File: config.mk
export PLATFORM = sky130hd
export DESIGN_NAME = prb_coef_loader
export DESIGN_NICKNAME = d
export VERILOG_FILES = /design/src/rtl/prb_pkg.sv /design/src/rtl/prb_skid_fifo.sv /design/src/rtl/prb_coef_loader.sv
export SDC_FILE = /design/constraint.sdc
export NUM_CORES = 1
export LEC_CHECK = 0
export ABC_AREA = 1
export CAP_MARGIN = 20
export CELL_PAD_IN_SITES_DETAIL_PLACEMENT = 1
export CELL_PAD_IN_SITES_GLOBAL_PLACEMENT = 1
export CORE_MARGIN = 4
export CORE_UTILIZATION = 40
export DETAILED_ROUTE_END_ITERATION = 12
export GPL_TIMING_DRIVEN = 1
export MAX_ROUTING_LAYER = met4
export PLACE_DENSITY = 0.86
export SYNTH_ARGS = -nofsm -noshare
export SYNTH_HDL_FRONTEND = slang
export SYNTH_HIERARCHICAL = 1
export SYNTH_SLANG_ARGS = --single-unit
File: constraint.sdc
create_clock -name clk -period 6.1 [get_ports clk]
set_clock_uncertainty 0.05 [all_clocks]
set_input_delay 1.22 -clock clk [delete_from_list [all_inputs] [get_ports clk]]
set_output_delay 1.22 -clock clk [all_outputs]
set_load 0.02 [all_outputs]
File: src/rtl/prb_pkg.sv
// Shared constants, types and the band offset table for the preamble coefficient loader.
package prb_pkg;

    localparam int PRB_ADDR_W     = 14;
    localparam int PRB_SAMPLES    = 2048;
    localparam int PRB_DW         = 24;
    localparam int PRB_RD_LAT     = 1;
    localparam int PRB_FIFO_DEPTH = 4;
    localparam int PRB_SETTLE     = 2;

    // Highest legal band index; band 5 also selects the zero offset.
    localparam logic [2:0] PRB_BW_MAX  = 3'd5;
    localparam logic [2:0] PRB_BW_NONE = 3'd5;

    typedef logic [PRB_DW-1:0] prb_sample_t;

    typedef enum logic [1:0] {
        ST_IDLE   = 2'd0,
        ST_SETTLE = 2'd1,
        ST_FETCH  = 2'd2,
        ST_DRAIN  = 2'd3
    } prb_state_t;

    // Start of each band inside the preamble sample ROM, in samples.
    function automatic int unsigned prb_bw_offset(input logic [2:0] bw);
        case (bw)
            3'd0:    return 10240;
            3'd1:    return 8192;
            3'd2:    return 6144;
            3'd3:    return 4096;
            3'd4:    return 2048;
            default: return 0;
        endcase
    endfunction

endpackage

File: src/rtl/prb_skid_fifo.sv
// Small synchronous FIFO that soaks up ROM samples still in flight when the
// correlator stalls. Push while full is only legal together with a pop.
module prb_skid_fifo #(
    parameter int FIFO_DEPTH = 4,
    parameter int DW         = 24
) (
    input  logic                               i_clk,
    input  logic                               i_rst,
    input  logic                               i_push,
    input  logic [DW-1:0]                      i_din,
    input  logic                               i_pop,
    output logic [DW-1:0]                      o_dout,
    output logic                               o_empty,
    output logic [$clog2(FIFO_DEPTH+1)-1:0]    o_count
);

    localparam int PW = (FIFO_DEPTH > 1) ? $clog2(FIFO_DEPTH) : 1;
    localparam int CW = $clog2(FIFO_DEPTH + 1);

    logic [DW-1:0] r_mem [FIFO_DEPTH];
    logic [PW-1:0] r_wr_ptr;
    logic [PW-1:0] r_rd_ptr;
    logic [CW-1:0] r_count;

    logic w_full;
    logic w_do_push;
    logic w_do_pop;

    assign w_full    = (r_count == CW'(FIFO_DEPTH));
    assign o_empty   = (r_count == '0);
    assign o_count   = r_count;
    assign o_dout    = r_mem[r_rd_ptr];
    assign w_do_pop  = i_pop && !o_empty;
    assign w_do_push = i_push && (!w_full || w_do_pop);

    function automatic logic [PW-1:0] next_ptr(input logic [PW-1:0] p);
        return (p == PW'(FIFO_DEPTH - 1)) ? '0 : p + 1'b1;
    endfunction

    // Pointer and occupancy bookkeeping.
    always_ff @(posedge i_clk) begin
        if (i_rst) begin
            r_wr_ptr <= '0;
            r_rd_ptr <= '0;
            r_count  <= '0;
        end else begin
            if (w_do_push) r_wr_ptr <= next_ptr(r_wr_ptr);
            if (w_do_pop)  r_rd_ptr <= next_ptr(r_rd_ptr);
            if (w_do_push && !w_do_pop)      r_count <= r_count + 1'b1;
            else if (!w_do_push && w_do_pop) r_count <= r_count - 1'b1;
        end
    end

    // Storage array; contents need no reset because reads are gated by occupancy.
    always_ff @(posedge i_clk) begin
        if (w_do_push) r_mem[r_wr_ptr] <= i_din;
    end

    // The upstream credit rule must never let a sample arrive into a full FIFO.
    always_ff @(posedge i_clk) begin
        assert (i_rst || !(i_push && w_full && !i_pop));
    end

endmodule

File: src/rtl/prb_coef_loader.sv
// Sequencer that selects a band on the preamble ROM, waits for its offset to
// settle, then streams PRB_LEN samples to the correlator coefficient memory.
// Handshake: a coefficient moves on a clock edge where coef_valid && coef_ready;
// coef_valid never waits on coef_ready, and data/address hold while stalled.
module prb_coef_loader
    import prb_pkg::*;
#(
    parameter int DEPTH_RAM  = PRB_ADDR_W,
    parameter int PRB_LEN    = PRB_SAMPLES,
    parameter int DW         = PRB_DW,
    parameter int RD_LAT     = PRB_RD_LAT,
    parameter int FIFO_DEPTH = PRB_FIFO_DEPTH,
    parameter int SETTLE     = PRB_SETTLE
) (
    input  logic                        clk,
    input  logic                        rst,
    input  logic                        start,
    input  logic [2:0]                  index_bw_in,
    output logic                        busy,
    output logic                        done,
    output logic                        err_bw,
    output logic [DEPTH_RAM-1:0]        rom_addr,
    output logic [2:0]                  rom_index_bw,
    input  logic [DW-1:0]               rom_dat,
    output logic                        coef_valid,
    input  logic                        coef_ready,
    output logic [$clog2(PRB_LEN)-1:0]  coef_addr,
    output logic [DW-1:0]               coef_data,
    output logic [1:0]                  dbg_state
);

    localparam int CAW = $clog2(PRB_LEN);
    localparam int CW  = $clog2(FIFO_DEPTH + 1);
    localparam int SW  = $clog2(SETTLE + 1);

    prb_state_t            r_state;
    logic [SW-1:0]         r_settle_cnt;
    logic [DEPTH_RAM-1:0]  r_rom_addr;
    logic [2:0]            r_bw;
    logic [RD_LAT-1:0]     r_tag;
    logic [CW-1:0]         r_inflight;
    logic [CAW-1:0]        r_coef_addr;
    logic                  r_done;
    logic                  r_err;

    logic                  w_issue;
    logic                  w_push;
    logic                  w_pop;
    logic                  w_empty;
    logic [CW-1:0]         w_count;
    logic [DW-1:0]         w_head;
    logic [CW:0]           w_occ;

    // Credits: samples requested but not yet popped may never exceed the FIFO size.
    assign w_occ   = {1'b0, r_inflight} + {1'b0, w_count};
    assign w_issue = (r_state == ST_FETCH) && (w_occ < (CW+1)'(FIFO_DEPTH));
    assign w_push  = r_tag[RD_LAT-1];
    assign w_pop   = !w_empty && coef_ready;

    prb_skid_fifo #(
        .FIFO_DEPTH (FIFO_DEPTH),
        .DW         (DW)
    ) u_fifo (
        .i_clk   (clk),
        .i_rst   (rst),
        .i_push  (w_push),
        .i_din   (rom_dat),
        .i_pop   (w_pop),
        .o_dout  (w_head),
        .o_empty (w_empty),
        .o_count (w_count)
    );

    // Control FSM: band latch, settle wait, address walk and completion.
    always_ff @(posedge clk) begin
        if (rst) begin
            r_state      <= ST_IDLE;
            r_settle_cnt <= '0;
            r_rom_addr   <= '0;
            r_bw         <= PRB_BW_NONE;
            r_done       <= 1'b0;
            r_err        <= 1'b0;
        end else begin
            r_done <= 1'b0;
            r_err  <= 1'b0;
            case (r_state)
                ST_IDLE: begin
                    if (start) begin
                        if (index_bw_in > PRB_BW_MAX) begin
                            r_err <= 1'b1;
                        end else begin
                            r_bw         <= index_bw_in;
                            r_settle_cnt <= '0;
                            r_state      <= ST_SETTLE;
                        end
                    end
                end
                ST_SETTLE: begin
                    if (r_settle_cnt == SW'(SETTLE - 1)) r_state <= ST_FETCH;
                    else                                 r_settle_cnt <= r_settle_cnt + 1'b1;
                end
                ST_FETCH: begin
                    if (w_issue) begin
                        if (r_rom_addr == DEPTH_RAM'(PRB_LEN - 1)) r_state <= ST_DRAIN;
                        else                                       r_rom_addr <= r_rom_addr + 1'b1;
                    end
                end
                ST_DRAIN: begin
                    if (w_pop && r_coef_addr == CAW'(PRB_LEN - 1)) begin
                        r_state    <= ST_IDLE;
                        r_done     <= 1'b1;
                        r_rom_addr <= '0;
                    end
                end
                default: r_state <= ST_IDLE;
            endcase
        end
    end

    // Read-latency tag line, in-flight credit count and output index.
    always_ff @(posedge clk) begin
        if (rst) begin
            r_tag       <= '0;
            r_inflight  <= '0;
            r_coef_addr <= '0;
        end else begin
            r_tag      <= RD_LAT'({r_tag, w_issue});
            r_inflight <= r_inflight + CW'(w_issue) - CW'(w_push);
            if (w_pop) begin
                r_coef_addr <= (r_coef_addr == CAW'(PRB_LEN - 1)) ? '0 : r_coef_addr + 1'b1;
            end
        end
    end

    assign busy         = (r_state != ST_IDLE);
    assign done         = r_done;
    assign err_bw       = r_err;
    assign rom_addr     = r_rom_addr;
    assign rom_index_bw = r_bw;
    assign coef_valid   = !w_empty;
    assign coef_addr    = r_coef_addr;
    assign coef_data    = w_empty ? '0 : w_head;
    assign dbg_state    = r_state;

endmodule

Fig. 1: run 1, the metal 3 layer
Bar = 50 µm.
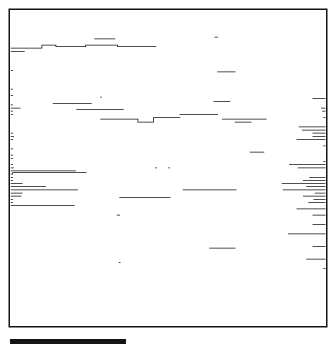
longest straight run: 31.7 µm
nets with wire on the layer: 65
share of all routed wire: 3.8%
main direction: horizontal
met3 Resource Use GR: 0.0430
WL final: 17300 µm

Fig. 2: run 1, gate-type map
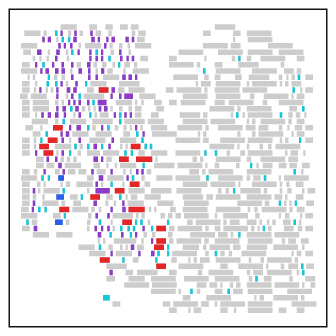
[AND-OR and OR-AND gates] blue | cells: 3 | most used: o211a_1
[inverters] cyan | cells: 88 | most used: inv_1
[adder and majority cells] red | cells: 19 | most used: ha_1
[NAND gates] purple | cells: 129 | most used: nand2_1
multi-input combinational area share: 0.279
most numerous logic cell after layout: nor2_1
fin cells: 997

Fig. 3: run 1, sequential cells grouped by signal name
Other sequential cells in the stronger gray, the rest of the logic in the fainter gray.
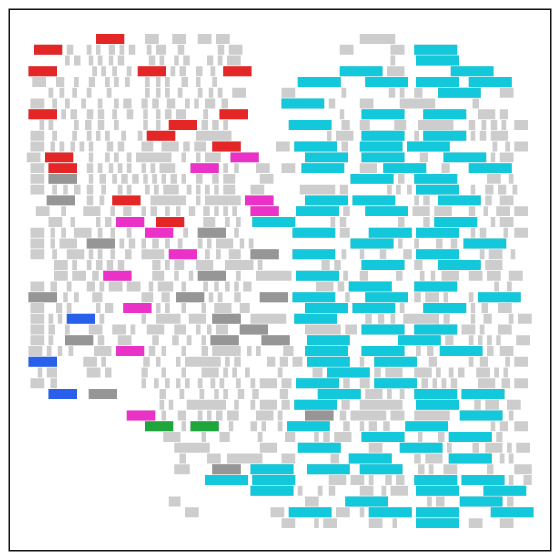
[rom_index_bw] blue | placed flops: 3
[u_fifo/r_mem] cyan | placed flops: 96
[u_fifo/r_rd_ptr] green | placed flops: 2
[rom_addr] red | placed flops: 14
[coef_addr] magenta | placed flops: 11
Seq. pwr: 1.21 mW
Storage cell area: 3820 µm²

Fig. 4: run 1, met2 routing
Cells faint in the background.
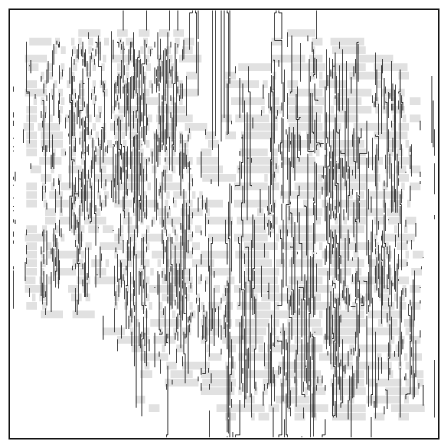
longest straight run: 49.0 µm
share of all routed wire: 52%
main direction: vertical
nets with wire on the layer: 717
wire length on this layer: 8970 µm
DR vias: 4987
met2 usage: 0.347

==> flow_metrics.tcl, run 1 <==
# yosys + openroad results
set metrics [dict create \
    pre_cts_slack_ps 2140 \
    dpl-instance-area_um2 7660 \
    dieArea_um2 18600 \
    relSlewSlack 0.327 \
    status "finished clean" \
    cp_max_fo 49 \
    netlist_area_um2 6610 \
    cts_buffers 17 \
    grt_pass1_vias 5307 \
    fp.dieW_um 137 \
    io_pins 89 \
    reg2reg_slack_ps 2850 \
    ys_sh_adder 0.0382 \
    cpPeakStageDelay_ps 800 \
    required_ps 4830 \
    cts_buffer_depth 2 \
    fp_util 0.412 \
    end_kind "output pin" \
    finish.utilization 0.514 \
    antenna_found_initial 0 \
    antennaDiodeCount 0 \
    area_growth_pct 24.9 \
    ir_drop_v 0.000238 \
    crit_buf_inv 4 \
    crit_family "buffers and inverters" \
    wire_per_inst_um 17.4 \
    layout_min_cycle_time_ps 4400 \
    cp.arrival_ps 3130 \
    cts_setup_buffers 0 \
    design_area_um2 8260 \
    reg2reg_depth 18 \
    via_per_inst 5.00 \
    h-tree-depth 4 \
    power.density_nw_per_um2 436 \
    rsz0062_at_grt "false" \
]
-- run 1: worst register-to-register path, stage by stage, from the launching register on --
cell	delay, ps
dfxtp_1	420
nor2_1	110
nand2_1	120
inv_1	210
buf_16	240
nor2_1	370
nor2_1	100
nand2_1	160
nand2_1	200
inv_1	100
ha_1	180
inv_1	80
fa_1	390
inv_1	80
nand2_1	60
nand3_1	90
nand2_1	60
nand2_1	60
nor2_1	50
-- run 1: flip-flops by register name, summed over array words and instances, names as in the netlist, 2 cells and up, named ones only --
register	cells
coef_addr	11
dbg_state	2
r_inflight	3
r_settle_cnt	2
rom_addr	14
rom_index_bw	3
u_fifo/o_count	3
u_fifo/r_mem	96
u_fifo/r_rd_ptr	2
u_fifo/r_wr_ptr	2
-- run 1: routing by layer --
layer / wire (µm) / share of wire
met3: 659 / 0.038
met1: 7550 / 0.44
met2: 8970 / 0.52
met5: 0 / 0
met4: 170 / 0.0098
-- run 1: power breakdown --
part / switching [mW] / leakage (nW) / internal (mW)
clock: 0.440 / 0.268 / 0.572
combinational: 0.825 / 1.62 / 0.548
sequential: 0.0819 / 1.25 / 1.13
-- run 1: synthesized netlist by cell type --
library cell / instances / area (µm²)
inv_6: 1 / 8.76
nand3_1: 32 / 160
dfxtp_1: 47 / 941
ha_1: 17 / 213
xor2_1: 5 / 43.8
o211a_1: 2 / 20.0
o21a_1: 1 / 7.51
buf_2: 11 / 55.1
o22ai_2: 20 / 250
inv_2: 2 / 7.51
o21ai_1: 5 / 25.0
nand2_4: 2 / 22.5
nor2_4: 2 / 22.5
inv_1: 85 / 319
nor3_1: 7 / 35.0
nand4_1: 2 / 12.5
nor2_1: 123 / 462
a21oi_1: 19 / 95.1
nand2_1: 90 / 338
fa_1: 2 / 40.0
nor3b_1: 3 / 22.5
buf_6: 6 / 67.6
buf_4: 2 / 15.0
o21ai_0: 55 / 275
nor2_2: 22 / 138
edfxtp_1: 96 / 2880
or2_2: 4 / 25.0
nand3_4: 1 / 17.5
o21bai_1: 1 / 7.51
o22ai_1: 4 / 25.0
nand2_2: 2 / 12.5
clkbuf_1: 5 / 18.8
a21boi_0: 1 / 7.51
a21oi_4: 1 / 16.3
-- run 1: per-stage QoR --
stage	std cells	hold slack, ps	total power [mW]
after floorplan	678	422	2.08
after global placement	964	400	2.51
after detailed placement	964	408	2.57
after CTS	996	430	3.60
after global routing	997	455	3.80
final	997	428	3.60
-- run 1: kinds of logic (layout without fill, tap and decap cells) --
family | after synthesis | after routing
adder cells (fa/ha/maj) | 19 | 19
flip-flops | 143 | 143
XOR/XNOR | 5 | 5
buffers and inverters | 112 | 215
AND-OR/OR-AND | 109 | 109
AND/OR/NAND/NOR | 290 | 290
-- run 1: final cells by class --
type	count	area [µm²]	share of cell area
timing repair buffer	95	953	0.115
clock inverter	15	145	0.0176
sequential	143	3820	0.463
inverter	88	335	0.0406
tap	216	270	0.0327
clock buffer	17	425	0.0515
multi-input combinational	423	2300	0.279
==> run 1 -> run 2 <==
CORE_UTILIZATION = 38   (was 40)
PLACE_DENSITY = 0.85   (was 0.86)
clock period = 3.68 ns   (was 6.1 ns; I/O delays follow)
Fig. 5: run 2, the metal 3 layer
Bar = 50 µm.
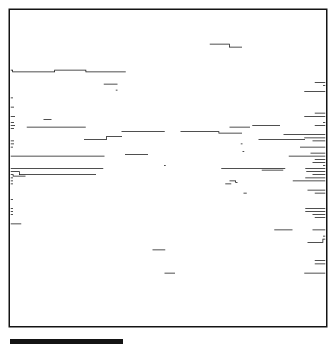
main direction: horizontal
nets with wire on the layer: 66
share of all routed wire: 4.0%
longest straight run: 41.2 µm
wire length on this layer: 652 µm
WL final: 16400 µm
DR vias: 4994
met3 Resource Use GR: 0.0395

Fig. 6: run 2, track usage over the die
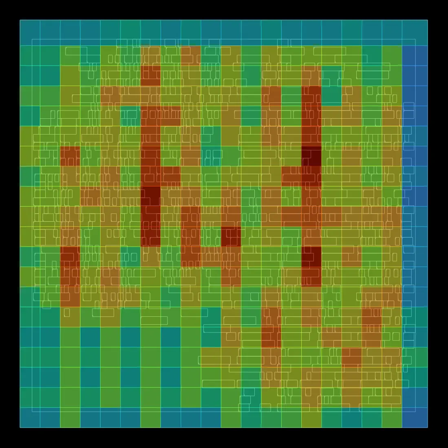
gr usage total: 0.179
utilization after layout: 0.492
GRT busiest layer: met2
GR Layer Usage met1: 0.202
met2 usage: 0.316

==> flow_metrics.tcl, run 2 <==
# yosys + openroad results
set metrics [dict create \
    async_reset_ff_frac 0 \
    power.density_nw_per_um2 711 \
    clkPwrFrac 0.283 \
    h-tree-depth 4 \
    intPower_mw 3.70 \
    cp_max_fo 17 \
    largest_reg_flops 96 \
    power_mw 5.89 \
    crit_family "buffers and inverters" \
    crit_buf_inv 3 \
    fp_util 0.393 \
    cts_setup_buffers 0 \
    pre_cts_slack_ps 598 \
    dieArea_um2 19600 \
    wire_per_inst_um 16.3 \
    yosys.area.top_type_share 0.436 \
    p_sw_frac 0.371 \
    dpl-instance-area_um2 7710 \
    design_area_um2 8280 \
    antennaDiodeCount 0 \
    synth-edff-count 96 \
    seq_area_um2 3820 \
    max_flop_register "u_fifo/r_mem" \
    ys_dominant_reg_cell "edfxtp_1" \
    cts_buffer_depth 2 \
    p_comb_frac 0.376 \
    top_cells_by_area "edfxtp_1 44%, dfxtp_1 14%, nor2_1 7.0%, nand2_1 5.1%, inv_1 4.8%" \
    comb_area_um2 2300 \
    share_seq_of_total_power 0.340 \
    status "finished clean" \
    ir_drop_v 0.000413 \
    largest_area_cell "edfxtp_1" \
]
## run 2: cell counts after synthesis
No cell type changed its count.
## run 2: worst min-delay path, cell delays in order (launching register included)
cell and delay (ps):
dfxtp_1 320, inv_1 50, a21oi_1 50
## run 2: power by group through the flow
stage | logic (mW) | clock network [mW] | registers [mW]
global route | 2.46 | 1.79 | 2.03
global placement | 2.16 | 0 | 2.03
CTS | 2.26 | 1.70 | 2.01
finish | 2.22 | 1.67 | 2.00
detailed placement | 2.24 | 0 | 2.04
floorplan | 1.38 | 0 | 2.07
## run 2: worst paths after layout
path | startpoint | to | slack (ps) | cells past startpoint
worst max-delay path | u_fifo/o_count[1]$_SDFFE_PP0P_ | coef_data[5] | 430 | 6
worst min-delay path | coef_addr[7]$_SDFFE_PP0P_ | coef_addr[7]$_SDFFE_PP0P_ | 410 | 2
worst max register to register | u_fifo/o_count[1]$_SDFFE_PP0P_ | u_fifo/o_count[1]$_SDFFE_PP0P_ | 820 | 13
worst min register to register | coef_addr[7]$_SDFFE_PP0P_ | coef_addr[7]$_SDFFE_PP0P_ | 410 | 2
## run 2: cell families after synthesis
| group | after synthesis | synth area share |
|---|---|---|
| AOI/OAI and AO/OA | 109 | 0.110 |
| xor gates and xnor gates | 5 | 0.00663 |
| adders and majority gates | 19 | 0.0382 |
| buffers and inverters | 112 | 0.0744 |
| DFF | 143 | 0.579 |
| and+or+nand+nor | 290 | 0.192 |
## run 2: routing by layer
layer | share of wire | GRT usage
met1 | 0.43 | 0.202
met2 | 0.52 | 0.316
met3 | 0.040 | 0.0395
met4 | 0.010 | 0.0541
met5 | 0 | -
## run 2: stage by stage
stage	hold slack (ps)	instances
after CTS	416	1006
after global placement	398	974
after floorplan	422	678
after detailed placement	407	974
final	412	1006
after global routing	450	1006
## run 2: area by class of cell
class | count | share of cell area
clock inverter | 15 | 0.0178
clock buffer | 17 | 0.0514
timing repair buffer | 100 | 0.117
multi-input combinational | 423 | 0.278
sequential | 143 | 0.462
inverter | 88 | 0.0405
tap | 220 | 0.0332
No activity file was given, so power comes from the tool's default toggle rates.
